Fig. 1: clock wiring as the flow saved it
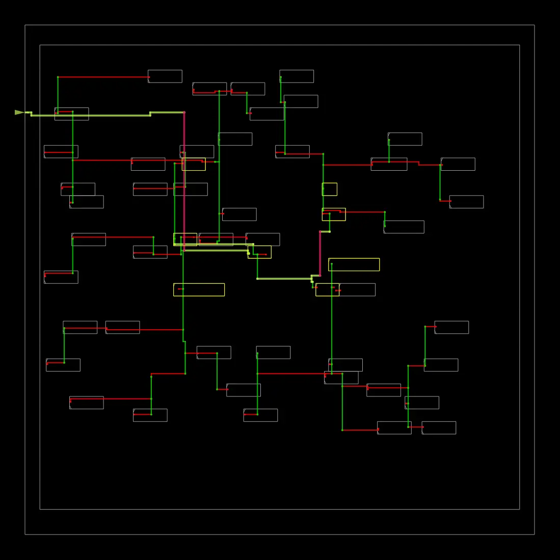
Fig. 2: register map, names as in the netlist
Other sequential cells in the stronger gray, the rest of the logic in the fainter gray.
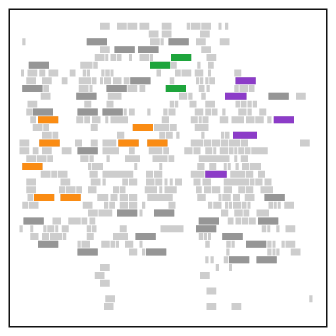
Fig. 3: pin placement
Pins as bars across the die edge, other pins in gray.
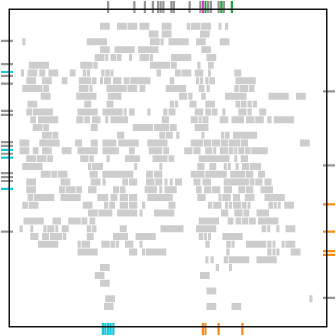
<file path="src/rtl/enemy_sched_pkg.sv">
// -----------------------------------------------------------------------------
// enemy_sched_pkg
//
// Shared types and constants for the enemy draw scheduler.
//   - state_t   : scheduler FSM states
//   - dir_t     : formation marching direction
//   - X_W / Y_W : screen coordinate widths
//   - SPAN_W    : width used for the formation right-edge test
//   - IDX_W     : slot index width; one bit wider than a 16-slot index needs,
//                 so the index can step one past the last slot
//   - drop_y()  : saturating vertical drop helper
// -----------------------------------------------------------------------------
package enemy_sched_pkg;

  localparam int X_W       = 9;
  localparam int Y_W       = 8;
  localparam int SPAN_W    = 10;
  localparam int MAX_SLOTS = 16;
  localparam int IDX_W     = 5;

  typedef enum logic [2:0] {
    IDLE   = 3'd0,
    MOVE   = 3'd1,
    SCAN   = 3'd2,
    START  = 3'd3,
    WAIT   = 3'd4,
    FINISH = 3'd5
  } state_t;

  typedef enum logic {
    DIR_RIGHT = 1'b0,
    DIR_LEFT  = 1'b1
  } dir_t;

  // y + drop, clamped to limit. One extra bit so the sum cannot wrap before
  // the comparison.
  function automatic logic [Y_W-1:0] drop_y(input logic [Y_W-1:0] y,
                                            input logic [Y_W:0]   drop,
                                            input logic [Y_W:0]   limit);
    logic [Y_W:0] sum;
    sum = {1'b0, y} + drop;
    if (sum > limit) begin
      return limit[Y_W-1:0];
    end
    return sum[Y_W-1:0];
  endfunction

endpackage

</file>
<file path="src/rtl/enemy_draw_scheduler_slot_find_first.sv">
// -----------------------------------------------------------------------------
// slot_find_first
//
// Combinational lowest-set-bit finder. Bits of mask below start_idx are
// ignored; the lowest remaining set bit is reported.
//
// Ports:
//   mask       in   NUM_SLOTS  candidate slots (bit i = slot i)
//   start_idx  in   IDX_W      first slot eligible; may equal NUM_SLOTS
//                              (then nothing is found)
//   found      out  1          a set bit exists at or above start_idx
//   found_idx  out  IDX_W      index of that bit (0 when found = 0)
// -----------------------------------------------------------------------------
module slot_find_first
  import enemy_sched_pkg::*;
#(
  parameter int NUM_SLOTS = 8
) (
  input  logic [NUM_SLOTS-1:0] mask,
  input  logic [IDX_W-1:0]     start_idx,
  output logic                 found,
  output logic [IDX_W-1:0]     found_idx
);

  // Walk from the top down so the last hit written is the lowest index.
  always_comb begin
    found     = 1'b0;
    found_idx = '0;
    for (int i = NUM_SLOTS - 1; i >= 0; i--) begin
      if (mask[i] && (IDX_W'(i) >= start_idx)) begin
        found     = 1'b1;
        found_idx = IDX_W'(i);
      end
    end
  end

endmodule

</file>
<file path="src/rtl/enemy_draw_scheduler.sv">
// -----------------------------------------------------------------------------
// enemy_draw_scheduler
//
// Moves one row of enemies once per frame tick (march, edge reversal, drop)
// and then walks the alive slots, handing each enemy's top-left corner to the
// shared sprite drawer one at a time.
//
// Drawer handshake: draw_start is a single-cycle request. draw_x/draw_y are
// valid from the draw_start cycle and held stable until the drawer answers
// with a single-cycle draw_done. Exactly one draw_done is expected per
// draw_start; draw_done seen while not waiting on the drawer is ignored.
//
// Ports:
//   clk          in   1          system clock
//   reset        in   1          synchronous, active-high reset
//   frame_tick   in   1          request a move + redraw (ignored unless idle)
//   alive        in   NUM_SLOTS  slot alive mask, snapshotted on frame_tick
//   draw_done    in   1          drawer finished the current sprite
//   draw_start   out  1          single-cycle request to the drawer
//   draw_x       out  9          sprite origin x
//   draw_y       out  8          sprite origin y
//   formation_x  out  9          formation origin x
//   formation_y  out  8          formation origin y
//   busy         out  1          high in every state except IDLE
//   frame_done   out  1          single-cycle pulse after the last sprite
//   overrun      out  1          sticky: tick arrived while busy
//                                (only with ENEMY_SCHED_OVERRUN_EN defined)
//   dbg_state    out  state_t    current FSM state
//
// Build option: define ENEMY_SCHED_OVERRUN_EN to add the overrun flag.
// -----------------------------------------------------------------------------
module enemy_draw_scheduler
  import enemy_sched_pkg::*;
#(
  parameter int NUM_SLOTS   = 8,
  parameter int COL_SPACING = 32,
  parameter int SPRITE_W    = 28,
  parameter int STEP        = 2,
  parameter int DROP        = 8,
  parameter int X_MIN       = 0,
  parameter int X_MAX       = 319,
  parameter int X_INIT      = 16,
  parameter int Y_INIT      = 16,
  parameter int Y_LIMIT     = 200
) (
  input  logic                 clk,
  input  logic                 reset,
  input  logic                 frame_tick,
  input  logic [NUM_SLOTS-1:0] alive,
  input  logic                 draw_done,
  output logic                 draw_start,
  output logic [X_W-1:0]       draw_x,
  output logic [Y_W-1:0]       draw_y,
  output logic [X_W-1:0]       formation_x,
  output logic [Y_W-1:0]       formation_y,
  output logic                 busy,
  output logic                 frame_done,
`ifdef ENEMY_SCHED_OVERRUN_EN
  output logic                 overrun,
`endif
  output state_t               dbg_state
);

  // Total formation width from the leftmost pixel of slot 0 to the
  // rightmost pixel of the last slot.
  localparam logic [SPAN_W-1:0] SPAN =
    SPAN_W'((NUM_SLOTS - 1) * COL_SPACING + SPRITE_W);
  localparam logic [SPAN_W-1:0] RIGHT_BOUND = SPAN_W'(X_MAX);
  localparam logic [X_W-1:0]    LEFT_BOUND  = X_W'(X_MIN + STEP);

  state_t                 state, state_n;
  dir_t                   dir, dir_n;
  logic [NUM_SLOTS-1:0]   mask, mask_n;
  logic [IDX_W-1:0]       slot_idx, idx_n;
  logic [X_W-1:0]         fx_n, dx_n;
  logic [Y_W-1:0]         fy_n, dy_n;
  logic [SPAN_W-1:0]      right_edge;
  logic                   found;
  logic [IDX_W-1:0]       found_idx;

  slot_find_first #(
    .NUM_SLOTS (NUM_SLOTS)
  ) u_find (
    .mask      (mask),
    .start_idx (slot_idx),
    .found     (found),
    .found_idx (found_idx)
  );

  // Rightmost pixel the formation would occupy after one more step right.
  assign right_edge = {1'b0, formation_x} + SPAN - SPAN_W'(1) + SPAN_W'(STEP);

  always_comb begin
    state_n = state;
    dir_n   = dir;
    mask_n  = mask;
    idx_n   = slot_idx;
    fx_n    = formation_x;
    fy_n    = formation_y;
    dx_n    = draw_x;
    dy_n    = draw_y;

    case (state)
      IDLE: begin
        if (frame_tick) begin
          state_n = MOVE;
          mask_n  = alive;
          idx_n   = '0;
        end
      end

      MOVE: begin
        state_n = SCAN;
        // A reversal frame only drops; x stays put until the next frame.
        if (dir == DIR_RIGHT) begin
          if (right_edge > RIGHT_BOUND) begin
            dir_n = DIR_LEFT;
            fy_n  = drop_y(formation_y, (Y_W+1)'(DROP), (Y_W+1)'(Y_LIMIT));
          end else begin
            fx_n = formation_x + X_W'(STEP);
          end
        end else begin
          if (formation_x < LEFT_BOUND) begin
            dir_n = DIR_RIGHT;
            fy_n  = drop_y(formation_y, (Y_W+1)'(DROP), (Y_W+1)'(Y_LIMIT));
          end else begin
            fx_n = formation_x - X_W'(STEP);
          end
        end
      end

      SCAN: begin
        if (found) begin
          state_n = START;
          idx_n   = found_idx;
          dx_n    = formation_x + X_W'(int'(found_idx) * COL_SPACING);
          dy_n    = formation_y;
        end else begin
          state_n = FINISH;
        end
      end

      START: begin
        state_n = WAIT;
      end

      WAIT: begin
        // Stepping past the last slot is fine: the next SCAN finds nothing
        // and goes to FINISH, which keeps done-to-frame_done at two cycles.
        if (draw_done) begin
          state_n = SCAN;
          idx_n   = slot_idx + IDX_W'(1);
        end
      end

      FINISH: begin
        state_n = IDLE;
      end

      default: begin
        state_n = IDLE;
      end
    endcase
  end

  always_ff @(posedge clk) begin
    if (reset) begin
      state       <= IDLE;
      dir         <= DIR_RIGHT;
      mask        <= '0;
      slot_idx    <= '0;
      formation_x <= X_W'(X_INIT);
      formation_y <= Y_W'(Y_INIT);
      draw_x      <= '0;
      draw_y      <= '0;
      draw_start  <= 1'b0;
      frame_done  <= 1'b0;
    end else begin
      state       <= state_n;
      dir         <= dir_n;
      mask        <= mask_n;
      slot_idx    <= idx_n;
      formation_x <= fx_n;
      formation_y <= fy_n;
      draw_x      <= dx_n;
      draw_y      <= dy_n;
      // Registered strobes: high exactly while in START / FINISH.
      draw_start  <= (state_n == START);
      frame_done  <= (state_n == FINISH);
    end
  end

`ifdef ENEMY_SCHED_OVERRUN_EN
  always_ff @(posedge clk) begin
    if (reset) begin
      overrun <= 1'b0;
    end else if (frame_tick && (state != IDLE)) begin
      overrun <= 1'b1;
    end
  end
`endif

  assign busy      = (state != IDLE);
  assign dbg_state = state;

endmodule

</file>
<file path="config.mk">
export PLATFORM = sky130hd
export DESIGN_NAME = enemy_draw_scheduler
export DESIGN_NICKNAME = d
export VERILOG_FILES = /design/src/rtl/enemy_sched_pkg.sv /design/src/rtl/enemy_draw_scheduler_slot_find_first.sv /design/src/rtl/enemy_draw_scheduler.sv
export SDC_FILE = /design/constraint.sdc
export NUM_CORES = 1
export LEC_CHECK = 0
export CORE_MARGIN = 3
export CORE_UTILIZATION = 25
export DETAILED_ROUTE_END_ITERATION = 16
export MAX_ROUTING_LAYER = met4
export PLACE_DENSITY = 0.47
export SKIP_LAST_GASP = 1
export SLEW_MARGIN = 30
export SYNTH_ARGS = -nofsm -noshare
export SYNTH_HDL_FRONTEND = slang
export SYNTH_SLANG_ARGS = --single-unit
export TNS_END_PERCENT = 100
</file>
<file path="constraint.sdc">
create_clock -name clk -period 2.65 [get_ports clk]
set_clock_uncertainty 0.05 [all_clocks]
set_input_delay 0.3975 -clock clk [delete_from_list [all_inputs] [get_ports clk]]
set_output_delay 0.3975 -clock clk [all_outputs]
set_load 0.005 [all_outputs]
</file>
==> flow_summary.ini <==
; synthesis and place-and-route metrics
[worst_setup_path]
path_class = register to register
reg2reg_to = draw_x[6]$_SDFFE_PP0P_
crit_end = draw_x[6]$_SDFFE_PP0P_
critPathSlowestCell = fa_2
path_buffers = 3
endpoint_kind = register
critPathLaunch = slot_idx[1]$_SDFFE_PP0P_
cp.depth = 12
slowest_delay_ns = 0.53
critPathTopFamily = adder cells
r2r_slack_ns = 0.04
crit_chain = inv_2 > ha_2 > buf_4 > o21bai_1 > o211ai_1 > a221o_1 > and2_4 > ha_4 > inv_2 > fa_2 > nor2_1 > mux2_4
r2r_start = slot_idx[1]$_SDFFE_PP0P_
critPathMostFrequentCell = inv_2

[logic_synthesis]
async_flop_share_pct = 0
netlist_top_cells_area = dfxtp_1 (33%), nand2b_1 (4.8%), ha_1 (4.6%), mux2i_1 (4.0%), a21oi_1 (3.9%)
ys_sh_simple_pct = 26.08
edf_count = 0
synth.logic.top_family = simple AND/OR/NAND/NOR gates
yosysCellCount = 323
common_cells = dfxtp_1 (45), nor2_1 (28), nand2_1 (26), a21oi_1 (21), nand2b_1 (21)
top_cell = dfxtp_1
synth.area.mux_share_pct = 5.693
numSynthFlops = 45
flop_cell = dfxtp_1
synthXorXnorAreaFrac_pct = 3.857
yosys.area_share.aoi_pct = 18.92
yosys.area.top_type = dfxtp_1

[finish]
antenna_cells = 0
comb_area_share_pct = 48.02
layout_top_cell = clkdlybuf4s50_1
final-comb-area_um2 = 1742
buffers = 68
register_area_um2 = 907.1
clock_area_share_pct = 3.794
final_nets = 402
mostFrequentLayoutCells = clkdlybuf4s50_1 (43), dfxtp_1 (42), nor2_1 (28)
fill_cells = 1110
inverters = 14
comb_cells = 245
final_layout_size_suffix_gt1_share_pct = 18.68
buffer_area_share_pct = 17.04
seq_share_pct = 25.01

[global_route]
grt_max_degree = 20
gr-max-usage-layer = met2
grt.total_usage_pct = 12.41

[place]
port_buffers = 43
pre_cts_ws_ns = -0.02430
place.gp.congestion = 0.8068

[pwr]
p_per_area_nw_per_um2 = 506.2
p_leak_nw = 1.341
seqPwrFrac_pct = 40.4
switching_share_pct = 28.64
clkPwrFrac_pct = 35.7
pwr-share-comb_pct = 23.8
maxPowerGroup = sequential cells
pg_comb_mw = 0.438

[min_path]
hold_start = mask[1]$_SDFFE_PP0P_
hold_end = mask[1]$_SDFFE_PP0P_

[floorplanning]
die_h_um = 110.4
chipWidth_um = 110.4
chipArea_um2 = 12190

[final_timing]
setup_slack_ns = 0.04101
tightest_slew_ns = 0.6695
min_period_over_period_pct = 98.45
maxSlewHeadroom_pct = 55.23
rsz0062_at_grt = true
hold_viol = 0

[route]
viasPerCell = 4.727
first_pass_iters = 4
route.met3.wl_um = 203
vias = 2439
wl_per_cell_um = 14.28
route.met2.wl_um = 3641
route.detailed.drc = 0
wl_um = 7366

[clock_network]
cts_sinks = 45
clk_path_buf_depth = 2
htree_num_levels = 2
cts_tree = done
cts_root_buffer = clkbuf_8
cts_buffers = 5

[status]
run_status = completed
About Fig. 1:
clk latency late pin: 0.31 ns
flop count: 45
clkbuf count: 5

About Fig. 2:
Purple marks slot_idx, flops 5. Orange marks draw_x, flops 8, where west. Green marks dbg_state, flops 3.
Another 29 sequential cells are not colored.

About Fig. 3:
Green marks dbg_state, pins 3, direction output, edge north. Cyan marks formation_x, pins 9, direction output, edge 5 south, 4 west. Magenta marks draw_done, pins 1, direction input, edge north. Orange marks alive, pins 8, direction input, edge 4 east, 4 south.
All pins by edge: 19 north, 17 west, 9 south, 7 east.

## timing repair
item,4_1_cts,5_1_grt
gates resized,2,23
buffers inserted,0,1
hold endpoints to repair,0,0
endpoints found under the setup margin,3,3
hold buffers,0,0
pin swaps,1,9
## registers in the layout, summed over array words and instances (netlist names)
name         cells
draw_start       1
dir              1
mask             8
dbg_state        3
formation_x      8
draw_x           8
slot_idx         5
frame_done       1
draw_y           5
formation_y      5
## through the flow
step | hold slack (ns) | area (µm²) | std cells | utilization, %
4_1_cts | 0.4207 | 3551 | 516 | 33.94
3_5_place_dp | 0.4041 | 3405 | 508 | 32.54
3_3_place_gp | 0.3992 | 3405 | 508 | 32.54
5_1_grt | 0.4490 | 3627 | 516 | 34.67
2_1_floorplan | 0.3818 | 2765 | 330 | -
6_report | 0.4134 | 3627 | 516 | 34.67
Power and IR drop assume default switching activity.
